### src/rtl/fft_quad_frame_ctrl.sv
// Frame controller for four parallel FFT lanes: gates the quad-sample stream into
// whole FFT frames, tracks frames in/out, and checks the returning bin index.
module fft_quad_frame_ctrl #(
  parameter int LOG2_NPT = 14,
  parameter int FCNT_W   = 16
) (
  input  logic                clk,
  input  logic                reset,
  input  logic                start,
  input  logic                stop,
  input  logic [FCNT_W-1:0]   num_frames,
  input  logic                in_valid,
  input  logic                fft_ready,
  output logic                fft_valid,
  output logic                fft_tlast,
  input  logic                out_valid,
  input  logic [LOG2_NPT-1:0] out_k,
  output logic                out_tlast,
  output logic                busy,
  output logic                done,
  output logic [FCNT_W-1:0]   frames_in,
  output logic [FCNT_W-1:0]   frames_out,
  output logic                drop_err,
  output logic                k_err
);

  typedef enum logic [1:0] {IDLE, RUN, FLUSH} state_t;

  localparam logic [LOG2_NPT-1:0] LAST_BIN = '1;
  localparam logic [LOG2_NPT-1:0] K_ONE    = LOG2_NPT'(1);
  localparam logic [FCNT_W-1:0]   F_ONE    = FCNT_W'(1);

  state_t              state, state_nxt;
  logic [LOG2_NPT-1:0] sample_cnt;
  logic [LOG2_NPT-1:0] exp_k;
  logic [FCNT_W-1:0]   nf_q;
  logic [FCNT_W-1:0]   frames_in_inc;
  logic                stop_pend;
  logic                start_acc;
  logic                term;
  logic                flushed;

  // The source cannot stall, so a sample is accepted only when every lane is ready.
  assign fft_valid     = in_valid && fft_ready && (state == RUN) && !reset;
  assign fft_tlast     = fft_valid && (sample_cnt == LAST_BIN);
  assign out_tlast     = out_valid && (out_k == LAST_BIN);
  assign frames_in_inc = frames_in + F_ONE;
  assign flushed       = (frames_out == frames_in);
  assign busy          = (state != IDLE);
  assign done          = (state == FLUSH) && flushed && !reset;

  // A stop arriving on the final sample still ends the run after that frame.
  assign term = stop_pend || stop || ((nf_q != '0) && (frames_in_inc == nf_q));

  always_comb begin
    state_nxt = state;
    start_acc = 1'b0;
    case (state)
      IDLE: begin
        if (start) begin
          start_acc = 1'b1;
          state_nxt = RUN;
        end
      end
      RUN: begin
        if (fft_tlast && term) state_nxt = FLUSH;
      end
      FLUSH: begin
        if (flushed) state_nxt = IDLE;
      end
      default: state_nxt = IDLE;
    endcase
  end

  always_ff @(posedge clk) begin
    if (reset) begin
      state      <= IDLE;
      sample_cnt <= '0;
      exp_k      <= '0;
      nf_q       <= '0;
      frames_in  <= '0;
      frames_out <= '0;
      stop_pend  <= 1'b0;
      drop_err   <= 1'b0;
      k_err      <= 1'b0;
    end else begin
      state <= state_nxt;
      if (start_acc) begin
        sample_cnt <= '0;
        exp_k      <= '0;
        nf_q       <= num_frames;
        frames_in  <= '0;
        frames_out <= '0;
        stop_pend  <= stop;
        drop_err   <= 1'b0;
        k_err      <= 1'b0;
      end else begin
        if (fft_valid) sample_cnt <= sample_cnt + K_ONE;
        if (fft_tlast) frames_in <= frames_in_inc;
        if (state_nxt == IDLE)          stop_pend <= 1'b0;
        else if (state == RUN && stop)  stop_pend <= 1'b1;
        if (in_valid && !fft_ready && state == RUN) drop_err <= 1'b1;
        // Both the in-order and the resync case expect out_k+1 next.
        if (out_valid) begin
          if (out_k != exp_k) k_err <= 1'b1;
          exp_k <= out_k + K_ONE;
        end
        if (out_tlast && state != IDLE) frames_out <= frames_out + F_ONE;
      end
    end
  end

endmodule

### config.mk
export PLATFORM = sky130hd
export DESIGN_NAME = fft_quad_frame_ctrl
export DESIGN_NICKNAME = d
export VERILOG_FILES = /design/src/rtl/fft_quad_frame_ctrl.sv
export SDC_FILE = /design/constraint.sdc
export NUM_CORES = 1
export LEC_CHECK = 0
export CORE_MARGIN = 2
export CORE_UTILIZATION = 53
export DETAILED_ROUTE_END_ITERATION = 12
export GPL_TIMING_DRIVEN = 1
export PLACE_DENSITY = 0.87
export SLEW_MARGIN = 10
export SYNTH_ARGS = -nofsm -noshare
export SYNTH_HDL_FRONTEND = slang
export SYNTH_SLANG_ARGS = --single-unit
### constraint.sdc
create_clock -name clk -period 3.45 [get_ports clk]
set_input_delay 0.345 -clock clk [delete_from_list [all_inputs] [get_ports clk]]
set_output_delay 0.345 -clock clk [all_outputs]
set_load 0.02 [all_outputs]
Figure 1. Gate-type map (run 1).
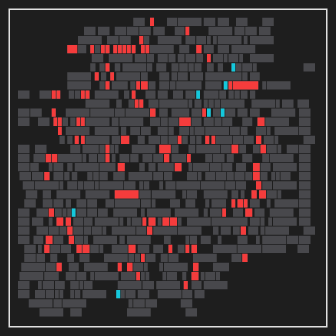
[cyan] inv cells | cells: 7
[red] nand cells | cells: 99
post-layout instance count excluding filler cells: 689
most common logic cell in the routed design: sky130_fd_sc_hd__dfxtp_1
combinational share of cell area: 0.4817

Figure 2. Supply network (run 1).
Pins as bars on the die edge.
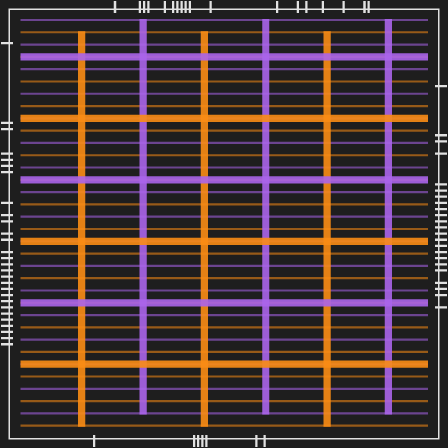
[purple] VDD
[orange] VSS
rows: 33
met1 rails: 34
signal pins: 76
Die Y: 94.69 µm
Die X-Extent: 94.69 µm
Max rail drop VDD: 0.2186 mV
CORE AREA: 0.008093 mm²

==> results_dict.tcl, run 1 <==
# place-and-route summary
set metrics [dict create \
    outcome "completed" \
    fp-row-count 33 \
    nets 620 \
    rr_endpoint "state[0]$_SDFF_PP0_" \
    drive_above_1_share 0.05822 \
    report.final.setup_viol 0 \
    clockRootBuffer "sky130_fd_sc_hd__clkbuf_8" \
    postCtsResizedCells 0 \
    synth.distinct_cells 48 \
    numSynthFlops 81 \
    postSynthCellCount 517 \
    antenna_cells 0 \
    fin_tns_setup_ps 0 \
    cts_tree "built" \
    crit-reg2reg-launch "frames_in[0]$_SDFFE_PP0P_" \
    floorplan_net_count 558 \
    detail_route.drc_violations 0 \
    setup_slack_of_the_critical_path_after_layout_ps 420.2 \
    ys_cells 517 \
    cpPeakStageDelay_ps 690 \
    detail_route.wl_per_cell_um 15.00 \
    route.detailed.vias_per_inst 5.572 \
    detailedRoute.firstIterationViolations 227 \
    cts.reportedPaths.clkPinSlew_ps 90 \
    count_of_flip_flops_with_a_built_in_enable_after_synthesis 0 \
    pre_cts_ws_ps 651.8 \
    xor_share 0.2084 \
    ys_sh_simple 0.2833 \
    final.period_utilization 0.8782 \
    power.total_uw 1929 \
    holdPathStages 2 \
    synthesis.yosys.warnings 0 \
    drt-total-wl_um 10340 \
    postCtsHoldBufs 0 \
    numCtsBuffers 9 \
    finalHoldViolations 0 \
    tightestPinTransition_ps 621.5 \
    antenna_found_initial 0 \
    dieArea_mm2 0.008966 \
    antenna_violating_nets_post_route 0 \
    timing.critical_path.buf_inv 1 \
    fin_util 0.6622 \
    layout.area.comb_mm2 0.002581 \
    placement.io_buffers 75 \
    yosysMostFrequentCell "sky130_fd_sc_hd__dfxtp_1" \
    clk_path_buf_depth 2 \
    yosys_area_mm2 0.004359 \
    synth_area_leader_cell "sky130_fd_sc_hd__dfxtp_1" \
    leakagePower_uw 0.002010 \
    synth.comb.largest_family "simple AND/OR/NAND/NOR gates" \
    synthesis.area_per_instance_um2 8.432 \
    max_clk_rate_mhz 330.1 \
    place_congestion 0.9293 \
    grt_first_pass_wirelength_um 17110 \
    fillCellCount 659 \
    setup_repair_after_global_routing_missed_its_margin "no" \
    floorplan_core_density 0.5387 \
    vias_in_the_first_global_route 3663 \
    design.portCount 76 \
    grt_max_degree 60 \
    crit_type "flop to output pin" \
    synthTopCellsByCount "sky130_fd_sc_hd__dfxtp_1 (81), sky130_fd_sc_hd__nor2_1 (68), sky130_fd_sc_hd__xor2_1 (64)" \
    hold_class "flop to flop" \
    timing.hold.ws_ps 478.5 \
    global_route.usage.total 0.2435 \
    netlist_top_cells_area "sky130_fd_sc_hd__dfxtp_1 (37%), sky130_fd_sc_hd__xor2_1 (13%), sky130_fd_sc_hd__xnor2_1 (7.4%), sky130_fd_sc_hd__nor2_1 (5.9%), sky130_fd_sc_hd__nand2_1 (4.5%)" \
    crit_family "simple AND/OR/NAND/NOR gates" \
    hp-start "k_err$_SDFFE_PP0P_" \
    final.setup_skew_ps 10.80 \
    cts_post_setup_buffers_inserted 0 \
    cp_data_required_time_ps 3110 \
]
Figure 3. Sequential cells grouped by signal name (run 1).
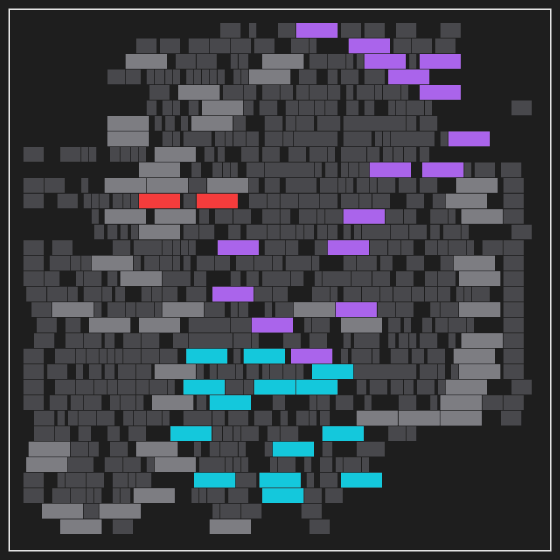
[purple] frames_in | sequential cells: 16
[red] state | sequential cells: 2
[cyan] sample_cnt | sequential cells: 14 | where: bottom centre
not coloured: 49
sequential cell area in the final layout: 0.001622 mm²
fraction of area in registers: 0.3026

==> run 1: power breakdown <==
| part | switching (µW) | internal, µW | total (µW) | leakage [µW] |
|---|---|---|---|---|
| Clock | 356 | 407 | 763 | 0.000106 |
| Combinational | 94.5 | 91.6 | 186 | 0.00125 |
| Sequential | 21.9 | 957 | 979 | 0.000658 |
| Total | 472 | 1460 | 1930 | 0.00201 |
==> run 1: layout by cell type (no fill, tap or decap), drive strengths merged, types with 3 or more instances in the layout <==
cell type	count
o21ai	10
and4	6
nand3	26
nor2	68
and3	12
xor2	64
clkbuf	9
a211oi	10
ha	4
clkdlybuf4s50	75
and2	5
nor4	19
nand2	52
mux2i	3
xnor2	37
dfxtp	81
inv	8
nand2b	3
buf	4
or3	7
a21oi	28
nor3	12
nand4	16
==> run 1: per-layer routing <==
| layer | vias to the layer above | share of wire | wire [µm] | track usage |
|---|---|---|---|---|
| met1 | 1788 | 0.44 | 4499 | 0.3075 |
| met2 | 127 | 0.49 | 5057 | 0.4108 |
| li1 | 1908 | - | - | - |
| met3 | 16 | 0.059 | 605 | 0.04469 |
| met5 | - | 0 | 0 | 0 |
| met4 | 0 | 0.017 | 175 | 0.09662 |
==> run 1: state kept, by name, summed over array words and instances (netlist names) <==
name        flops
exp_k          14
drop_err        1
k_err           1
sample_cnt     14
frames_out     16
frames_in      16
state           2
stop_pend       1
nf_q           16
==> run 1: area by class of cell <==
| class | count | area share |
|---|---|---|
| Inverter | 7 | 0.004903 |
| Tap cell | 105 | 0.02452 |
| Multi-Input combinational cell | 401 | 0.4817 |
| Sequential cell | 81 | 0.3026 |
| Timing Repair Buffer | 79 | 0.1457 |
| Clock inverter | 7 | 0.01751 |
| Clock buffer | 9 | 0.02311 |
==> run 2: changes to the inputs <==
--- a/config.mk
+++ b/config.mk
@@ -14,3 +14,4 @@
 export SYNTH_ARGS = -nofsm -noshare
 export SYNTH_HDL_FRONTEND = slang
 export SYNTH_SLANG_ARGS = --single-unit
+export TNS_END_PERCENT = 5
Figure 4. Supply network (run 2).
Pins as bars on the die edge.
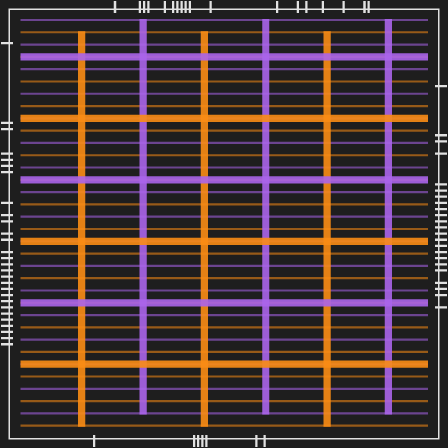
[purple] VDD
[orange] VSS
met4 straps: 6
rows: 33
met1 rails: 34

Figure 5. The clock network (run 2).
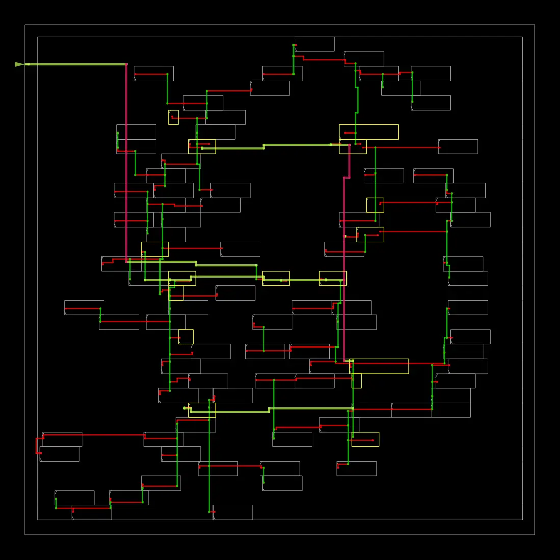
count of clock buffers in the final design: 9
Inserted Clock Buffers: 9
flip-flops: 81
clk latency late pin: 360 ps

==> results_dict.tcl, run 2 <==
# place-and-route summary
set metrics [dict create \
    max_clk_rate_mhz 330.1 \
    count_of_flip_flops_with_a_built_in_enable_after_synthesis 0 \
    pwr.group.combinational_uw 186 \
    min_to "k_err$_SDFFE_PP0P_" \
    fillCellCount 659 \
    layoutNonFillerInstCount 689 \
    synth.distinct_cells 48 \
    internal_power_uw 1456 \
    synthesis.yosys.warnings 0 \
    finalHoldViolations 0 \
    crit-reg2reg-launch "frames_in[0]$_SDFFE_PP0P_" \
    floorplan_net_count 558 \
    fp-row-count 33 \
    place_congestion 0.9293 \
    fin_tns_setup_ps 0 \
    design.core.area_mm2 0.008093 \
    dominantRegCellSynth "sky130_fd_sc_hd__dfxtp_1" \
    combinationalPowerShare 0.096 \
    synthesis.area_per_instance_um2 8.432 \
    cts_post_setup_buffers_inserted 0 \
    design.portCount 76 \
    nets 620 \
    report.final.setup_viol 0 \
    grtUsageMet2 0.4108 \
    seq_power_share 0.508 \
    global_route.usage.total 0.2435 \
    final.period_utilization 0.8782 \
    lay_top_count "sky130_fd_sc_hd__dfxtp_1" \
    tightestPinTransition_ps 621.5 \
    numSynthFlops 81 \
    final.setup_skew_ps 10.80 \
    htree_num_levels 3 \
    hold_class "flop to flop" \
    placement.io_buffers 75 \
    met3_length_um 605 \
    dieArea_mm2 0.008966 \
    postCtsHoldBufs 0 \
    postSynthCellCount 517 \
    synth_area_mm2 0.004359 \
    irDropWorstVdd_mv 0.2186 \
    postCtsResizedCells 0 \
    holdPathStages 2 \
    critical_path_peak_fanout 12 \
    cts.reportedPaths.clkPinSlew_ps 90 \
    detail_route.wl_per_cell_um 15.00 \
    grt_max_degree 60 \
    numClockSinks 81 \
    fp.dieW_um 94.69 \
    route.detailed.vias_per_inst 5.572 \
    clk_path_buf_depth 2 \
    setup_repair_after_global_routing_missed_its_margin "no" \
    final_period_minus_worst_setup_slack_ps 3030 \
    area.growth.synth_to_final_pct 22.93 \
    arrival_ps 2680 \
    leakagePower_uw 0.002010 \
    antenna_violating_nets_post_route 0 \
    worst-r2r-cell-count 7 \
    antenna_cells 0 \
    share_clk_of_total_power 0.396 \
    hp-start "k_err$_SDFFE_PP0P_" \
    power.total_uw 1929 \
    outcome "completed" \
    highest_metal_layer_with_signal_wires "met4" \
    floorplan_core_density 0.5387 \
    vias_in_the_first_global_route 3663 \
    grt_use_met1 0.3075 \
    rr_endpoint "state[0]$_SDFF_PP0_" \
    dr_wl_met2_um 5057 \
    detail_route.drc_violations 0 \
    placed_area_mm2 0.005141 \
    drt-total-wl_um 10340 \
    met1Wirelength_um 4499 \
    most-common-layout-cells "sky130_fd_sc_hd__dfxtp_1 (81), sky130_fd_sc_hd__clkdlybuf4s50_1 (75), sky130_fd_sc_hd__nor2_1 (68)" \
    yosysMostFrequentCell "sky130_fd_sc_hd__dfxtp_1" \
    pre_cts_ws_ps 651.8 \
    ys_cells 517 \
    timing.hold.ws_ps 478.5 \
    yosys_area_mm2 0.004359 \
    detailedRoute.firstIterationViolations 227 \
    setup_slack_of_the_critical_path_after_layout_ps 420.2 \
    overall_via_count_from_detail_route 3839 \
    cts_tree "built" \
    antenna_found_initial 0 \
    grt_first_pass_wirelength_um 17110 \
    clock_net_power_uw 763 \
    seq_cell_power_uw 979 \
    top_power_group "sequential cells" \
    timing.max_slew.rel_slack 0.5857 \
    fin_util 0.6622 \
    crit_type "flop to output pin" \
    sw_frac_of_total 0.2449 \
    synth_area_leader_cell "sky130_fd_sc_hd__dfxtp_1" \
    netlist_top_cells_area "sky130_fd_sc_hd__dfxtp_1 (37%), sky130_fd_sc_hd__xor2_1 (13%), sky130_fd_sc_hd__xnor2_1 (7.4%), sky130_fd_sc_hd__nor2_1 (5.9%), sky130_fd_sc_hd__nand2_1 (4.5%)" \
    die.size.y_um 94.69 \
    timing.critical_path.to_type "output pin" \
    biggestRegsByFlops "frames_in: 16 flops, frames_out: 16 flops, nf_q: 16 flops" \
    critical_path.startpoint_type "flop" \
    clockRootBuffer "sky130_fd_sc_hd__clkbuf_8" \
    initial_drt_pass_iterations 6 \
    grtUsageMet3 0.04469 \
    cp_data_required_time_ps 3110 \
    drive_above_1_share 0.05822 \
    gr-max-usage-layer "met2" \
    netSwitchingPower_uw 472.3 \
    synthTopCellsByCount "sky130_fd_sc_hd__dfxtp_1 (81), sky130_fd_sc_hd__nor2_1 (68), sky130_fd_sc_hd__xor2_1 (64)" \
    ys_seq_frac 0.3720 \
]
[run 2: cell counts after synthesis]
Identical to the previous run, type by type.
[run 2: worst max-delay path: stages, from the launching register on]
cell                              delay (ps)
sky130_fd_sc_hd__dfxtp_1                 610
sky130_fd_sc_hd__xor2_1                  130
sky130_fd_sc_hd__nor4_1                  290
sky130_fd_sc_hd__nand4_1                 190
sky130_fd_sc_hd__nor4b_1                 430
sky130_fd_sc_hd__clkdlybuf4s50_1         690
[run 2: worst max path at each step]
stage,from,endpoint,depth (start not counted)
6_report,frames_in[4]$_SDFFE_PP0P_,done,5
5_1_grt,frames_in[4]$_SDFFE_PP0P_,done,5
4_1_cts,frames_in[5]$_SDFFE_PP0P_,done,5
3_5_place_dp,out_k[0],out_tlast,6
3_3_place_gp,out_k[0],out_tlast,6
2_1_floorplan,frames_in[1]$_SDFFE_PP0P_,state[0]$_SDFF_PP0_,7
[run 2: cells by family (layout without fill, tap and decap cells)]
logic type / after synthesis / count (layout) / share of synthesized area
AND/OR/NAND/NOR: 234 / 234 / 0.2833
XOR/XNOR: 102 / 102 / 0.2084
flip-flops: 81 / 81 / 0.3720
AND-OR/OR-AND: 58 / 58 / 0.08152
buffers and inverters: 35 / 102 / 0.03645
adder cells (fa/ha/maj): 4 / 4 / 0.01148
multiplexers: 3 / 3 / 0.006889
[run 2: cell type report]
cell class / count / area, µm² / share of cell area
clock buffer: 9 / 123.9 / 0.02311
timing repair buffer: 79 / 780.7 / 0.1457
tap: 105 / 131.4 / 0.02452
clock inverter: 7 / 93.84 / 0.01751
multi-input combinational: 401 / 2581 / 0.4817
inverter: 7 / 26.28 / 0.004903
sequential: 81 / 1622 / 0.3026
Power figures rest on the tool's default switching activity, not on a simulated workload.
